File: src/rtl/game_ctrl_fsm.sv
// rtl/game_ctrl_fsm.sv - game flow controller: start, countdown, game, game over, lives and flap pulses
// Optional pause state (right click) is built when GAME_PAUSE_EN is defined.
module game_ctrl_fsm #(
    parameter int LIVES             = 3,
    parameter int COUNTDOWN_CYC     = 65_000_000,
    parameter int GAMEOVER_HOLD_CYC = 32_500_000
) (
    input  logic       clk,
    input  logic       rst,
    input  logic       mouse_left,
    input  logic       mouse_right,
    input  logic       collision,
    output logic [2:0] state,
    output logic       game_rst,
    output logic       mouse_left_game,
    output logic [3:0] lives
);

    localparam int MAX_CYC = (COUNTDOWN_CYC > GAMEOVER_HOLD_CYC) ? COUNTDOWN_CYC : GAMEOVER_HOLD_CYC;
    localparam int TW      = $clog2(MAX_CYC + 1);

    localparam logic [TW-1:0] CD_LOAD = TW'(COUNTDOWN_CYC - 1);
    localparam logic [TW-1:0] GO_LOAD = TW'(GAMEOVER_HOLD_CYC);

    typedef enum logic [2:0] {
        S_START     = 3'b000,
        S_COUNTDOWN = 3'b001,
        S_GAME      = 3'b010,
        S_PAUSE     = 3'b011,
        S_GAMEOVER  = 3'b100
    } state_t;

    state_t        state_q, state_d;
    logic [TW-1:0] timer_q, timer_d;
    logic [3:0]    lives_q, lives_d;
    logic          game_rst_q, game_rst_d;
    logic          flap_q, flap_d;

    // Inputs are registered once, then compared against their previous value.
    logic ml_q, ml_prev, col_q, armed;
    logic left_edge;

    assign left_edge = armed & ml_q & ~ml_prev;

`ifdef GAME_PAUSE_EN
    logic mr_q, mr_prev;
    logic right_edge;

    assign right_edge = armed & mr_q & ~mr_prev;
`else
    logic unused_right;

    assign unused_right = mouse_right;
`endif

    always_ff @(posedge clk or posedge rst) begin
        if (rst) begin
            ml_q    <= 1'b0;
            ml_prev <= 1'b0;
            col_q   <= 1'b0;
            armed   <= 1'b0;
`ifdef GAME_PAUSE_EN
            mr_q    <= 1'b0;
            mr_prev <= 1'b0;
`endif
        end else begin
            col_q <= collision;
            ml_q  <= mouse_left;
            armed <= 1'b1;
            // First edge after reset primes both stages so a held button is not an edge.
            ml_prev <= armed ? ml_q : mouse_left;
`ifdef GAME_PAUSE_EN
            mr_q    <= mouse_right;
            mr_prev <= armed ? mr_q : mouse_right;
`endif
        end
    end

    always_comb begin
        state_d    = state_q;
        timer_d    = (timer_q != '0) ? timer_q - 1'b1 : '0;
        lives_d    = lives_q;
        game_rst_d = 1'b0;
        flap_d     = 1'b0;
        case (state_q)
            S_START: begin
                if (left_edge) begin
                    state_d    = S_COUNTDOWN;
                    timer_d    = CD_LOAD;
                    lives_d    = 4'(LIVES);
                    game_rst_d = 1'b1;
                end
            end
            S_COUNTDOWN: begin
                if (timer_q == '0) begin
                    state_d = S_GAME;
                end
            end
            S_GAME: begin
                if (col_q) begin
                    if (lives_q > 4'd1) begin
                        lives_d    = lives_q - 4'd1;
                        game_rst_d = 1'b1;
                        state_d    = S_COUNTDOWN;
                        timer_d    = CD_LOAD;
                    end else begin
                        lives_d = 4'd0;
                        state_d = S_GAMEOVER;
                        timer_d = GO_LOAD;
                    end
`ifdef GAME_PAUSE_EN
                end else if (right_edge) begin
                    state_d = S_PAUSE;
`endif
                end else if (left_edge) begin
                    flap_d = 1'b1;
                end
            end
`ifdef GAME_PAUSE_EN
            S_PAUSE: begin
                if (right_edge) begin
                    state_d = S_COUNTDOWN;
                    timer_d = CD_LOAD;
                end
            end
`endif
            S_GAMEOVER: begin
                if (timer_q == '0 && left_edge) begin
                    state_d    = S_START;
                    game_rst_d = 1'b1;
                end
            end
            default: begin
                state_d = S_START;
                timer_d = '0;
            end
        endcase
    end

    always_ff @(posedge clk or posedge rst) begin
        if (rst) begin
            state_q    <= S_START;
            timer_q    <= '0;
            lives_q    <= 4'(LIVES);
            game_rst_q <= 1'b0;
            flap_q     <= 1'b0;
        end else begin
            state_q    <= state_d;
            timer_q    <= timer_d;
            lives_q    <= lives_d;
            game_rst_q <= game_rst_d;
            flap_q     <= flap_d;
        end
    end

    assign state           = state_q;
    assign game_rst        = game_rst_q;
    assign mouse_left_game = flap_q;
    assign lives           = lives_q;

endmodule

File: config.mk
export PLATFORM = sky130hd
export DESIGN_NAME = game_ctrl_fsm
export DESIGN_NICKNAME = d
export VERILOG_FILES = /design/src/rtl/game_ctrl_fsm.sv
export SDC_FILE = /design/constraint.sdc
export NUM_CORES = 1
export LEC_CHECK = 0
export CAP_MARGIN = 20
export CORE_MARGIN = 2
export CORE_UTILIZATION = 57
export CTS_CLUSTER_DIAMETER = 200
export DETAILED_ROUTE_END_ITERATION = 7
export PLACE_DENSITY_LB_ADDON = 0.25
export SLEW_MARGIN = 0
export SYNTH_ARGS = -nofsm -noshare
export SYNTH_HDL_FRONTEND = slang
export SYNTH_SLANG_ARGS = --single-unit
File: constraint.sdc
create_clock -name clk -period 2.2 [get_ports clk]
set_input_delay 0.33 -clock clk [delete_from_list [all_inputs] [get_ports clk]]
set_output_delay 0.33 -clock clk [all_outputs]
set_load 0.01 [all_outputs]
Run 1, cells colored by class:
Bar = 20 um.
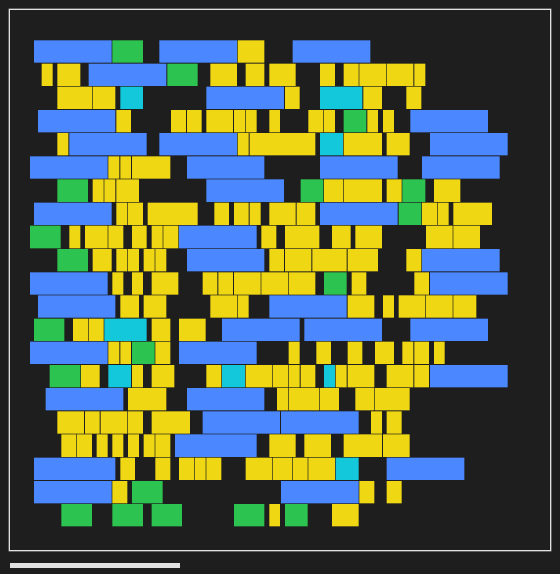
Yellow shows combinational and other logic, cells 158, share of their area 45%. Blue shows flops, cells 39, share of their area 44%. Cyan shows clock drivers and dummy loads, cells 8, share of their area 3.1%. Green shows other buffers and delay cells, cells 19, share of their area 7.7%.
flop share of the area: 42.8%
utilization of the core after routing: 68.0%

Run 1, clock wiring as the flow saved it:
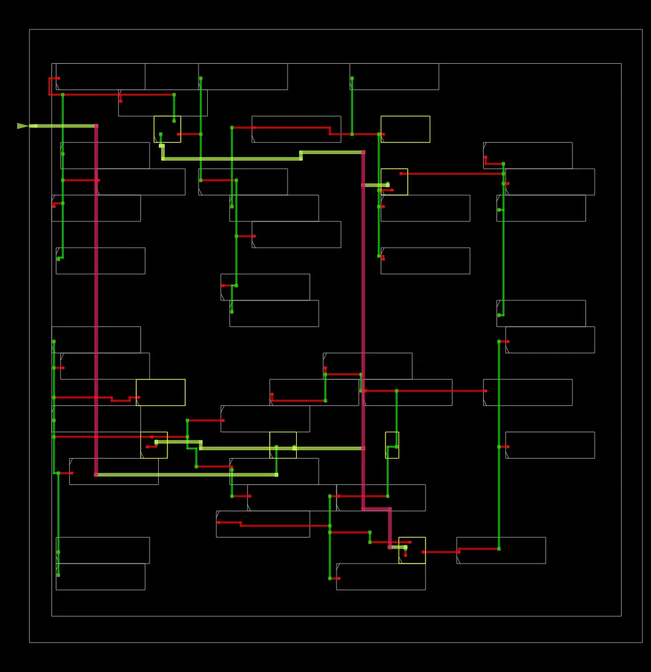
total of clock buffers placed in the layout: 8
total clock buffers created by CTS: 5
flop count: 39
power in the clock group: 417 uW

==> notes.md, run 1 <==
Purpose: to document the outcome of synthesis and place and route.

Clocking
The maximum root-to-sink buffer count is 2. The buffer type at the clock tree root is clkbuf_4.

Synth
The cell type with the highest aggregate area in the netlist is dfrtp_1. The number of flops mapped to enable cells by yosys is 0. The cell-mix breakdown from Yosys lists the adder-cell area share as 2.49%.

Sorting the synthesized cells by area gives the leading types as dfrtp_1, o21ai_0, xnor2_1. The count of cell types in the netlist is 45. After synthesis, the chip area reported by Yosys is about 2000 um^2. Warnings reported by Yosys during synthesis add up to 0.

The net count after synthesis is 210. The share of the synthesized area in the top cell type is 46.1%. In this run, the synthesized area fraction spent on xor and xnor cells is recorded as under 10%. The top flip-flop cell by instance count after synthesis is dfrtp_1.

Critical path
In this run the number of cells on the critical path is 5. The endpoint identified for the worst register-to-register timing path is timer_q[3]. The worst setup path is captured at a flip-flop. STA reports a reg2reg setup slack of 0.22 ns. The critical path data arrival time is 2.19 ns. Per the timing report, the biggest fanout along the worst path comes to 8. Listed in order, past its start point the critical path passes nor4_2 -> nand4b_1 -> or3_4 -> o21ai_2 -> o21ai_0.

Timing
The clock period could shrink to 1.98 ns. The slew check shows that the tightest pin keeps a relative margin of 66.2%. The setup TNS is 0 ns.

The transition at the pin with the smallest max-transition slack is 0.502 ns.

Layout
In the final layout, the share of cells above drive strength 1 is 13.4%. More flip-flops sit in one register than any other, and that register is timer_q.

Run
The max-capacitance violation count is 0.

Route
In this run the top signal layer used is met4. The initial DRC count is about 43. The number of search-and-repair iterations in the first detailed-routing pass is 4.

GRT
The met3 global-route usage is about 6.3%.

Outcome
The run finished with clean final reports.

Power
Per the summary, power density relative to cell area is between 900 and 1000 nW/um^2. Per the power-grid run, VDD falls by no more than 0.000562 V.

Floorplan
The floorplan core density is 59.7%.
Run 1, met1 routing:
Supply wires on this layer in gray.
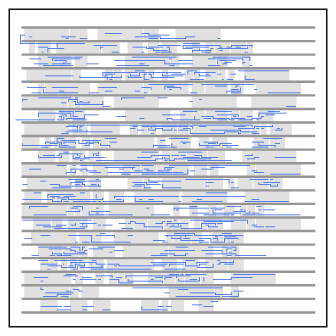
The longest straight run is 33.1 um. The wires run mostly horizontal. The layer carries 1680 um of wire.
met1 GRT Util: 27.4%
Routed Wire Length: 3930 um
total via count in the routed design: 1569

==> run 2, diff against run 1 <==
--- a/config.mk
+++ b/config.mk
@@ -11,7 +11,7 @@
 export CTS_CLUSTER_DIAMETER = 200
 export DETAILED_ROUTE_END_ITERATION = 7
 export PLACE_DENSITY_LB_ADDON = 0.25
-export SLEW_MARGIN = 0
+export SLEW_MARGIN = 20
 export SYNTH_ARGS = -nofsm -noshare
 export SYNTH_HDL_FRONTEND = slang
 export SYNTH_SLANG_ARGS = --single-unit
Run 2, sizing map:
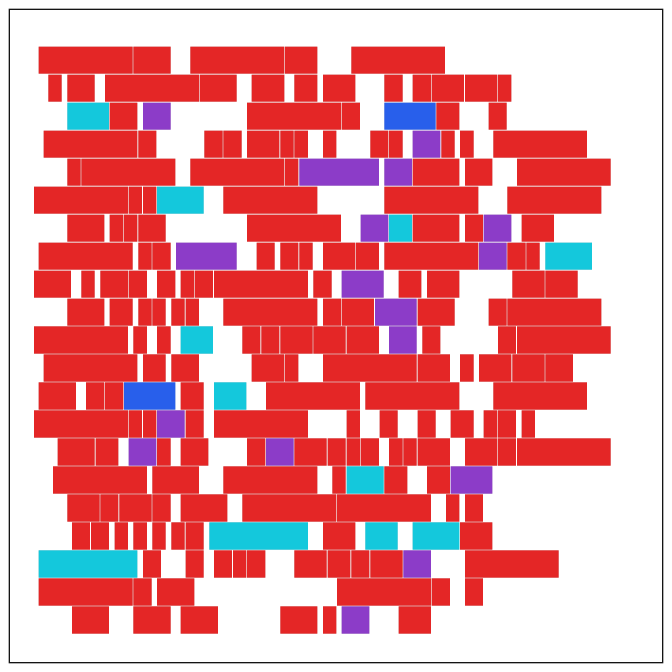
Purple shows _3 and _4 cells, cells 17, most used buf_4. Cyan shows _2 cells, cells 11. Blue shows _6 and larger, cells 2, most used clkbuf_8. Red shows _0 and _1 cells, cells 194, most used dfrtp_1.
PnR worst setup slack: 0.221 ns
area delta synth->final: 13.8%
final std cell area, no fill: 2290 um^2
buffer count excluding the clock tree in the final layout: 19

Run 2, clock wiring as the flow saved it:
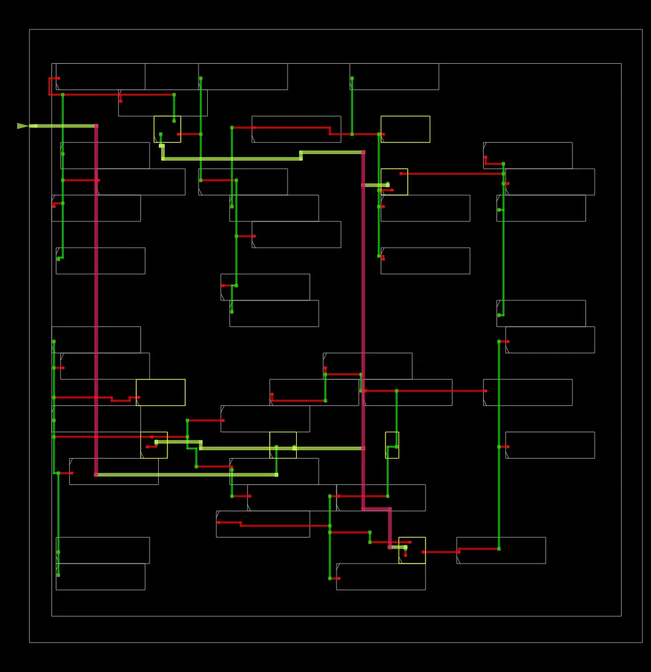
clock latency of the later-clocked register in the worst-skew pair: 0.36 ns
Clock Sink Count: 39

==> run 2 against run 1 <==
Against the previous run:
- first-iteration DRC count stayed put
- global-route usage is the same
- flip-flop count did not move
- sequential power about the same
- non-clock buffer count did not move
- clock skew unchanged
- sequential share of layout area stayed put
- synthesized cell count is the same
- die area did not move
- setup slack did not move
- register-to-register slack about the same
- count of clock-buffer cells in the layout is the same
==> notes.md, run 2 <==
Purpose: to document the outcome of synthesis and place and route.

Power
Sequential cells account for 51.4% of the total power. The peak supply drop was 0.000562 V (unchanged). The leakage power summed over all cells is 0.891 nW. The reported clock group power is 417 uW (about the same). The leading power group is sequential cells. The power report puts the net switching power at just over 700 uW. The total power divided by cell area is 907 nW/um^2 (unchanged).

Clocking
The maximum root-to-sink buffer count is 2 (unchanged). The post-cts gate resize count is 0. The buffer type at the clock tree root is clkbuf_4.

The TritonCTS buffer count came to 5 (unchanged). Buffers added to address setup during post-CTS repair amount to 0.

Layout
The fraction of area in non-clock buffers is 7.55%. The flip-flop and latch count is 39 (unchanged). The layout clock buffer count came to 8 (unchanged). The flop share of the area came to 42.8% (unchanged). The fraction of layout instances using a drive strength above 1 came to 13.4% (unchanged).

The inverter tally of the final layout excluding the clock network is 5. The number of multi-input combinational cells in the layout is 153. Counting only logic cells after layout, the most numerous master is dfrtp_1. The largest register by flop count is timer_q. The fraction of area in clock buffers and inverters is 3.01%. Per the layout report, the design carries between 200 and 300 filler cells.

The cell kind with the greatest summed area is logic gates. The core occupancy in the finished layout is 68.0% (unchanged).

Critical path
The critical path data arrival time is 2.19 ns (about the same). The largest fanout of any net on the critical path is 8 (unchanged). The nature of the critical path startpoint is a flip-flop. The signal on the critical path passes through nor4_2 -> nand4b_1 -> or3_4 -> o21ai_2 -> o21ai_0. STA classifies the critical path endpoint as a flip-flop. The capture instance of the worst register-to-register path is timer_q[3]. The worst setup slack for register-to-register paths is 0.22 ns (about the same). The number of stages on the worst setup path is 5 (unchanged). The required time at the worst endpoint is listed as 2.41 ns.

Synth
The xor/xnor cell area share of the yosys netlist is 9.16% (unchanged). The yosys synthesis warning count came to 0 (unchanged). The most repeated cell in the gate-level netlist after synthesis is dfrtp_1. The number of flops mapped to enable cells by yosys is 0 (unchanged). The count of cell types in the netlist was 45 (unchanged). The mux share of post-synthesis cell area is 1.06%. The synthesis report lists the most area-consuming cells as dfrtp_1, o21ai_0, xnor2_1. The adder-cell area share of the yosys netlist is 2.49% (unchanged). The commonest register cell is dfrtp_1.

The cell type with the highest aggregate area in the netlist is dfrtp_1. The net count after synthesis is 210 (unchanged). The share of the synthesized area in the top cell type was 46.1% (unchanged). The synthesized chip area reported by yosys is 2010 um^2 (unchanged).

GRT
The peak-usage layer in the global routing report is met2. The wire length of the first global-routing pass is 7190 um. The global-route track usage on met1 is 27.4% (unchanged). The met3 global-route usage is 6.25% (unchanged). The global routing usage on met2 is ~38%.

Route
The via count is 1569 (unchanged). The highest metal layer with signal wires is met4. In the final routing, the length of wire on met1 measures roughly 1700 um.

The number of search-and-repair iterations in the first detailed-routing pass is 4 (unchanged). The wire length reported by the detailed router is 3930 um (unchanged). The initial DRC count is 43 (unchanged).

Run
The max-capacitance violation count is 0 (unchanged).

Floorplan
The vertical die dimension reported for this design is 63.4 um. The horizontal die dimension is 63.4 um. The floorplan core density is 59.7% (unchanged).

Outcome
The run finished with clean final reports.

Timing
The setup TNS is 0 ns (unchanged). The final critical path time including I/O delays and setup is 1.98 ns (unchanged). The ratio of final minimum period to clock period is 89.9%. Setup repair after global routing left no endpoint under its margin. The headroom to the max-slew limit came to 66.2% (unchanged). The transition at the pin with the smallest max-transition slack is 0.502 ns (unchanged).

Placement
The placed instances occupy a cell area of ~2200 um^2.
Run 2, cells colored by class:
Bar = 20 um.
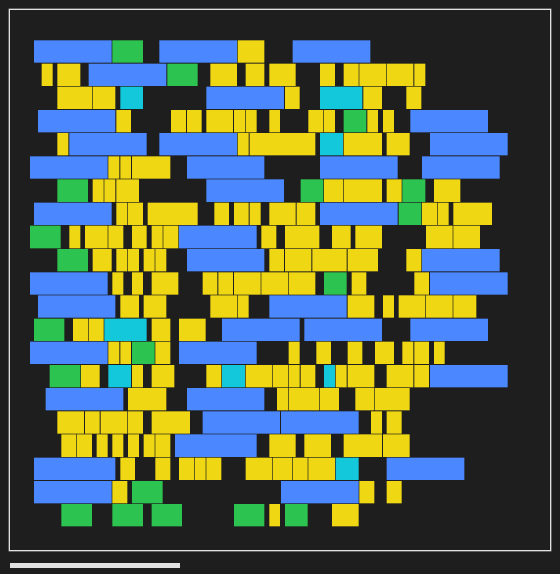
Cyan shows clock drivers and dummy loads, cells 8, share of their area 3.1%. Blue shows flops, cells 39, share of their area 44%. Green shows other buffers and delay cells, cells 19, share of their area 7.7%. Yellow shows combinational and other logic, cells 158, share of their area 45%.
Core Footprint: 3360 um^2
row cnt: 21

No activity file was given, so power comes from the tool's default toggle rates.
